`src/rtl/mem_fetch_unit.sv`:
```
// mem_fetch_unit: single-outstanding CPU memory access unit driving the W_* strobe bus,
// with bus timeout/abort. Define FETCH_LAST_READ_BUF_EN to add a one-entry last-read buffer.

module mem_fetch_unit #(
  parameter int unsigned TIMEOUT_CYCLES = 64,
  parameter logic [31:0] ERR_DATA       = 32'hDEADBEEF
) (
  input  logic        clk,
  input  logic        W_RST,
  input  logic        f_enable,
  input  logic        f_write_enable,
  input  logic [31:0] addr,
  input  logic [31:0] f_data_i,
  input  logic [1:0]  thread,
  output logic [31:0] f_data_o,
  output logic        f_ack,
  output logic        f_err,
  input  logic        W_ACK,
  input  logic [31:0] W_DATA_I,
  output logic        W_STB,
  output logic        W_WRITE,
  output logic [31:0] W_ADDR,
  output logic [31:0] W_DATA_O,
  output logic [1:0]  W_TID
);

  localparam int unsigned    CW       = $clog2(TIMEOUT_CYCLES) + 1;
  localparam logic [CW-1:0]  CNT_LAST = CW'(TIMEOUT_CYCLES - 1);

  localparam logic [1:0] S_IDLE = 2'd0;
  localparam logic [1:0] S_BUS  = 2'd1;
  localparam logic [1:0] S_RESP = 2'd2;
  localparam logic [1:0] S_HOLD = 2'd3;

  logic [1:0]    state_q, state_d;
  logic [CW-1:0] cnt_q, cnt_d;
  logic          stb_q, stb_d;
  logic          write_q, write_d;
  logic [31:0]   addr_q, addr_d;
  logic [31:0]   wdata_q, wdata_d;
  logic [1:0]    tid_q, tid_d;
  logic [31:0]   rdata_q, rdata_d;
  logic          ack_q, ack_d;
  logic          err_q, err_d;

`ifdef FETCH_LAST_READ_BUF_EN
  logic          buf_valid_q, buf_valid_d;
  logic [31:0]   buf_tag_q, buf_tag_d;
  logic [31:0]   buf_data_q, buf_data_d;
  logic          buf_hit;

  assign buf_hit = buf_valid_q && !f_write_enable && (addr == buf_tag_q);
`endif

  always_comb begin
    state_d = state_q;
    cnt_d   = cnt_q;
    stb_d   = stb_q;
    write_d = write_q;
    addr_d  = addr_q;
    wdata_d = wdata_q;
    tid_d   = tid_q;
    rdata_d = rdata_q;
    ack_d   = 1'b0;
    err_d   = 1'b0;
`ifdef FETCH_LAST_READ_BUF_EN
    buf_valid_d = buf_valid_q;
    buf_tag_d   = buf_tag_q;
    buf_data_d  = buf_data_q;
`endif

    case (state_q)
      S_IDLE: begin
        cnt_d = '0;
        if (f_enable) begin
`ifdef FETCH_LAST_READ_BUF_EN
          if (buf_hit) begin
            // Buffered read: answer directly, bus registers stay untouched
            rdata_d = buf_data_q;
            ack_d   = 1'b1;
            state_d = S_RESP;
          end else begin
            addr_d  = addr;
            write_d = f_write_enable;
            wdata_d = f_data_i;
            tid_d   = thread;
            stb_d   = 1'b1;
            state_d = S_BUS;
          end
`else
          addr_d  = addr;
          write_d = f_write_enable;
          wdata_d = f_data_i;
          tid_d   = thread;
          stb_d   = 1'b1;
          state_d = S_BUS;
`endif
        end
      end

      S_BUS: begin
        cnt_d = cnt_q + CW'(1);
        // W_ACK is checked first so an ack on the last allowed cycle still succeeds
        if (W_ACK) begin
          stb_d   = 1'b0;
          ack_d   = 1'b1;
          state_d = S_RESP;
          if (!write_q) begin
            rdata_d = W_DATA_I;
          end
`ifdef FETCH_LAST_READ_BUF_EN
          if (!write_q) begin
            buf_valid_d = 1'b1;
            buf_tag_d   = addr_q;
            buf_data_d  = W_DATA_I;
          end else if (buf_valid_q && (addr_q == buf_tag_q)) begin
            buf_data_d  = wdata_q;
          end
`endif
        end else if (cnt_q == CNT_LAST) begin
          stb_d   = 1'b0;
          ack_d   = 1'b1;
          err_d   = 1'b1;
          state_d = S_RESP;
          if (!write_q) begin
            rdata_d = ERR_DATA;
          end
`ifdef FETCH_LAST_READ_BUF_EN
          if (addr_q == buf_tag_q) begin
            buf_valid_d = 1'b0;
          end
`endif
        end
      end

      S_RESP: begin
        state_d = S_HOLD;
      end

      default: begin
        state_d = S_IDLE;
      end
    endcase
  end

  always_ff @(posedge clk or posedge W_RST) begin
    if (W_RST) begin
      state_q <= S_IDLE;
      cnt_q   <= '0;
      stb_q   <= 1'b0;
      write_q <= 1'b0;
      addr_q  <= '0;
      wdata_q <= '0;
      tid_q   <= '0;
      rdata_q <= '0;
      ack_q   <= 1'b0;
      err_q   <= 1'b0;
    end else begin
      state_q <= state_d;
      cnt_q   <= cnt_d;
      stb_q   <= stb_d;
      write_q <= write_d;
      addr_q  <= addr_d;
      wdata_q <= wdata_d;
      tid_q   <= tid_d;
      rdata_q <= rdata_d;
      ack_q   <= ack_d;
      err_q   <= err_d;
    end
  end

`ifdef FETCH_LAST_READ_BUF_EN
  always_ff @(posedge clk or posedge W_RST) begin
    if (W_RST) begin
      buf_valid_q <= 1'b0;
      buf_tag_q   <= '0;
      buf_data_q  <= '0;
    end else begin
      buf_valid_q <= buf_valid_d;
      buf_tag_q   <= buf_tag_d;
      buf_data_q  <= buf_data_d;
    end
  end
`endif

  assign f_data_o = rdata_q;
  assign f_ack    = ack_q;
  assign f_err    = err_q;
  assign W_STB    = stb_q;
  assign W_WRITE  = write_q;
  assign W_ADDR   = addr_q;
  assign W_DATA_O = wdata_q;
  assign W_TID    = tid_q;

endmodule

```
`config.mk`:
```
export PLATFORM = sky130hd
export DESIGN_NAME = mem_fetch_unit
export DESIGN_NICKNAME = d
export VERILOG_FILES = /design/src/rtl/mem_fetch_unit.sv
export SDC_FILE = /design/constraint.sdc
export NUM_CORES = 1
export LEC_CHECK = 0
export CORE_ASPECT_RATIO = 1.2
export CORE_UTILIZATION = 41
export CTS_CLUSTER_DIAMETER = 40
export DETAILED_ROUTE_END_ITERATION = 10
export MAX_ROUTING_LAYER = met4
export PLACE_DENSITY = 0.84
export SKIP_LAST_GASP = 1
export SYNTH_ARGS = -nofsm -noshare
export SYNTH_HDL_FRONTEND = slang
export SYNTH_SLANG_ARGS = --single-unit
```
`constraint.sdc`:
```
create_clock -name clk -period 3.7 [get_ports clk]
set_input_delay 0.37 -clock clk [delete_from_list [all_inputs] [get_ports clk]]
set_output_delay 0.37 -clock clk [all_outputs]
set_load 0.02 [all_outputs]
```
==> flow_summary.yaml <==
# synthesis and place-and-route metrics
synthesis:
  yosys_cells: 284
  ys.flops: 111
  synth_area_mm2: 0.00432
  synth_cell_type_count: 37
  synth-edff-count: 0
  synthCells: 284
  flop_cell: "dfrtp_1"
  syn_nets: 392
  async_flop_share_pct: 100
  area_leaders: "dfrtp_1 64%, mux2_2 16%, o22a_1 4.9%"
  syn_area_per_cell_um2: 15.2
  yosysTopAreaCell: "dfrtp_1"
  seq_area_frac_synth_pct: 64.3
  yosysTopAreaCellShare_pct: 64.3
  synth.most_common_cell: "dfrtp_1"
  top_cells_by_count: "111 x dfrtp_1, 61 x mux2_2, 24 x o22a_1, 9 x nand2_1, 8 x a22o_1"
  ys_area_mm2: 0.00432
  yosys_warnings: 0
final_timing:
  grt_setup_unrepaired: "no"
  setup_tns_ns: 0
  final_max_slew_viol_count: 0
  skew_ns: 0.00806
  fmax_ghz: 0.413
  hold_viol: 0
  tightest_slew_ns: 0.993
  finalCritPeriodShare_pct: 65.5
  setup_viol: 0
  min_period_ns: 2.42
  relSlewSlack_pct: 33.5
global_routing:
  grt_pass1_vias: 3262
  grt_max_degree: 60
  antenna_found_initial: 0
  grt_pass1_wl_um: 16200
  gr-total-overflow: 0
worst_setup_path:
  worstPathArrival_ns: 2.70
  endpoint_kind: "register"
  start_kind: "register"
  critical_path_class: "register to register"
  required_ns: 3.97
  cp_max_fo: 24
pwr:
  clkPwrFrac_pct: 16.5
  power.internal_mw: 3.98
  swShare_pct: 34.7
  powerDensity_mw_per_mm2: 902
  p_comb_share_pct: 48.6
  power_switching_mw: 2.12
  pwr-share-seq_pct: 34.9
  vdd.ir_drop.worst_v: 0.000473
  leakage_nw: 2.82
cts:
  clock_latency_ns: 0.34
  cts_made_buffers: 9
  cts_max_level: 3
  hold_buffers: 0
  clk_path_buf_depth: 2
  cts_sinks: 111
  cts_root_buf: "clkbuf_16"
  cts_tree: "done"
  cts.repair.resized: 0
  clk_pin_slew_ns: 0.07
  cts_setup_buffers: 0
finish:
  nets: 594
  drive_gt1_share_pct: 18.0
  nFillCells: 749
  syn2layout_area_growth_pct: 56.6
  n_antenna_cell: 0
  fin_area_mm2: 0.00676
placed_design:
  hpwl_um: 7860
  gp_congestion: 0.792
  post_dp_cell_area_mm2: 0.00645
floorplanning:
  core_area_mm2: 0.0101
  die_w_um: 95.7
  core.rowCount: 40
  fp.dieH_um: 114
  dieArea_mm2: 0.0109
  initCoreUtil_pct: 42.7
job:
  drv_cap: 0
  warning_count: 29
outcome:
  outcome: "complete, no violations"
drt:
  via_count: 3053
  postRouteAntennaNets: 0
  first_iter_violations: 109
  via_per_inst: 4.96
  drc_errors: 0
  dr.pass1.iters: 4
worst_hold_path:
  hold_path_class: "input port to async pin"
-- logic make-up (layout without fill, tap and decap cells) --
kind of cell | after synthesis | after routing | synth area share [%]
AND/OR/NAND/NOR | 29 | 29 | 3.94
flip-flops | 111 | 111 | 64.3
adder cells (fa/ha/maj) | 5 | 5 | 1.45
multiplexers | 70 | 70 | 18.3
buffers and inverters | 20 | 226 | 2.87
AND-OR/OR-AND | 45 | 45 | 8.32
XOR/XNOR | 4 | 4 | 0.812
-- through the flow --
| step | power, mW | utilization [%] | setup slack [ns] | cells | hold slack (ns) |
|---|---|---|---|---|---|
| after detailed placement | 5.14 | 63.8 | 1.31 | 601 | 0.476 |
| after global placement | 5.03 | 63.8 | 1.37 | 601 | 0.468 |
| after CTS | 6.16 | 66.9 | 1.28 | 616 | 0.493 |
| final | 6.09 | 66.9 | 1.28 | 616 | 0.476 |
| after floorplan | 3.68 | - | 0.399 | 284 | 0.497 |
| after global routing | 6.41 | 66.9 | 1.08 | 616 | 0.510 |
-- power by group through the flow --
stage / logic [mW] / registers, mW / clock network (mW)
6_report: 2.96 / 2.13 / 1.01
2_1_floorplan: 0.880 / 2.80 / 0
3_5_place_dp: 3.00 / 2.15 / 0
5_1_grt: 3.13 / 2.20 / 1.08
3_3_place_gp: 2.92 / 2.11 / 0
4_1_cts: 3.00 / 2.13 / 1.03
-- worst paths after layout --
| path | from | endpoint | slack [ns] | cells after the start |
|---|---|---|---|---|
| max in group asynchronous | W_RST | W_ADDR[21] | 2.47 | 3 |
| min in group clk | f_data_o[23] | f_data_o[23] | 0.49 | 1 |
| max | state_q[1] | f_data_o[9] | 1.28 | 5 |
| min | W_RST | f_data_o[9] | 0.48 | 2 |
| max reg2reg | state_q[1] | f_data_o[9] | 1.28 | 5 |
| min reg2reg | f_data_o[23] | f_data_o[23] | 0.49 | 1 |
-- routing by layer --
metal	global-route usage [%]	vias up	wire length, um	share of wire [%]
li1	-	1412	-	-
met1	24.7	1498	4280	40
met2	34.0	132	5490	52
met3	4.45	11	736	6.9
met4	6.67	0	94	0.89
met5	-	-	0	0
-- layout make-up --
type	count	area, um2	area share [%]
Clock inverter	6	86.3	1.28
Tap cell	126	158	2.33
Multi-Input combinational cell	153	1420	21.0
Sequential cell	111	2780	41.1
Clock buffer	9	225	3.33
Inverter	4	17.5	0.259
Timing Repair Buffer	207	2080	30.7
-- cell usage in the layout, fill, tap and decap left out, types with 3 or more instances in the layout --
cell type and n:
dfrtp_1 111, mux2_2 61, nand2_1 8, inv_1 3
xnor2_1 3, a22o_1 8, clkdlybuf4s50_1 204, clkbuf_16 9
mux2_1 6, o22a_1 24, nand2b_1 5, ha_1 5
o21ai_0 6
-- critical path, cell delays in order, from the launching register on --
cell,delay (ns)
dfrtp_1,0.42
inv_1,0.10
ha_1,0.49
and2b_1,0.24
nor2b_2,0.82
o22a_1,0.30
-- sequential cells by signal, summed over array words and instances, names as in the netlist --
name	count
state_q	2
f_data_o	32
cnt_q	7
W_STB	1
f_ack	1
W_WRITE	1
W_DATA_O	32
W_TID	2
W_ADDR	32
f_err	1
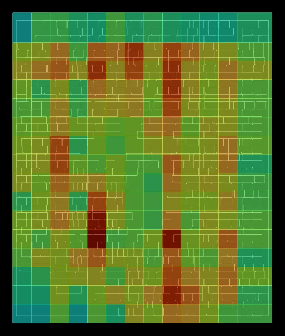
(images/final_congestion.png)
grt met3 use: 4.45%
M2 GR Usage: 34.0%
GRT Overall Usage: 20.5%
grt peak-use layer: met2
global routing usage on met1: 24.7%

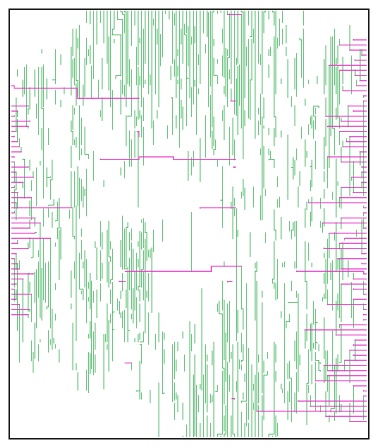
(images/metal_stack.png)
Two of the layers only.
| color | layer | wire length |
|---|---|---|
| magenta | met3 | 737 um |
| green | met2 | 5,490 um |
WL final: 10,600 um
WL/cell: 17.2 um

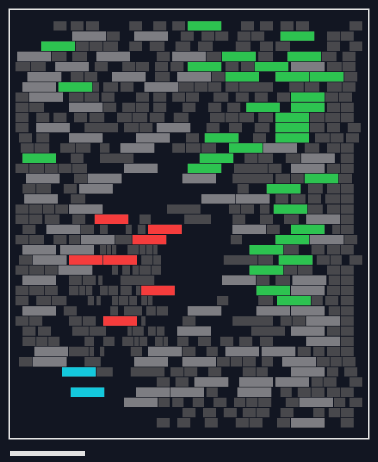
(images/registers.png)
Scale bar: 20 um.
| color | signal | flops |
|---|---|---|
| cyan | state_q | 2 |
| red | cnt_q | 7 |
| green | W_DATA_O | 32 |

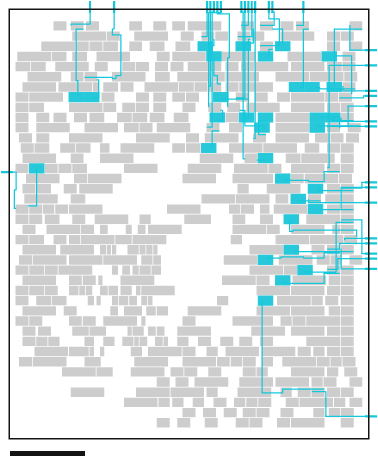
(images/port_nets.png)
Scale bar: 20 um.
| color | port | direction | edge | end cells | buffers | wire |
|---|---|---|---|---|---|---|
| cyan | f_data_i | input | 16 right, 15 top, 1 left | 32 | 32 | 943 um |
number of I/O port buffers: 204
num ports: 205

No activity file was given, so power comes from the tool's default toggle rates.
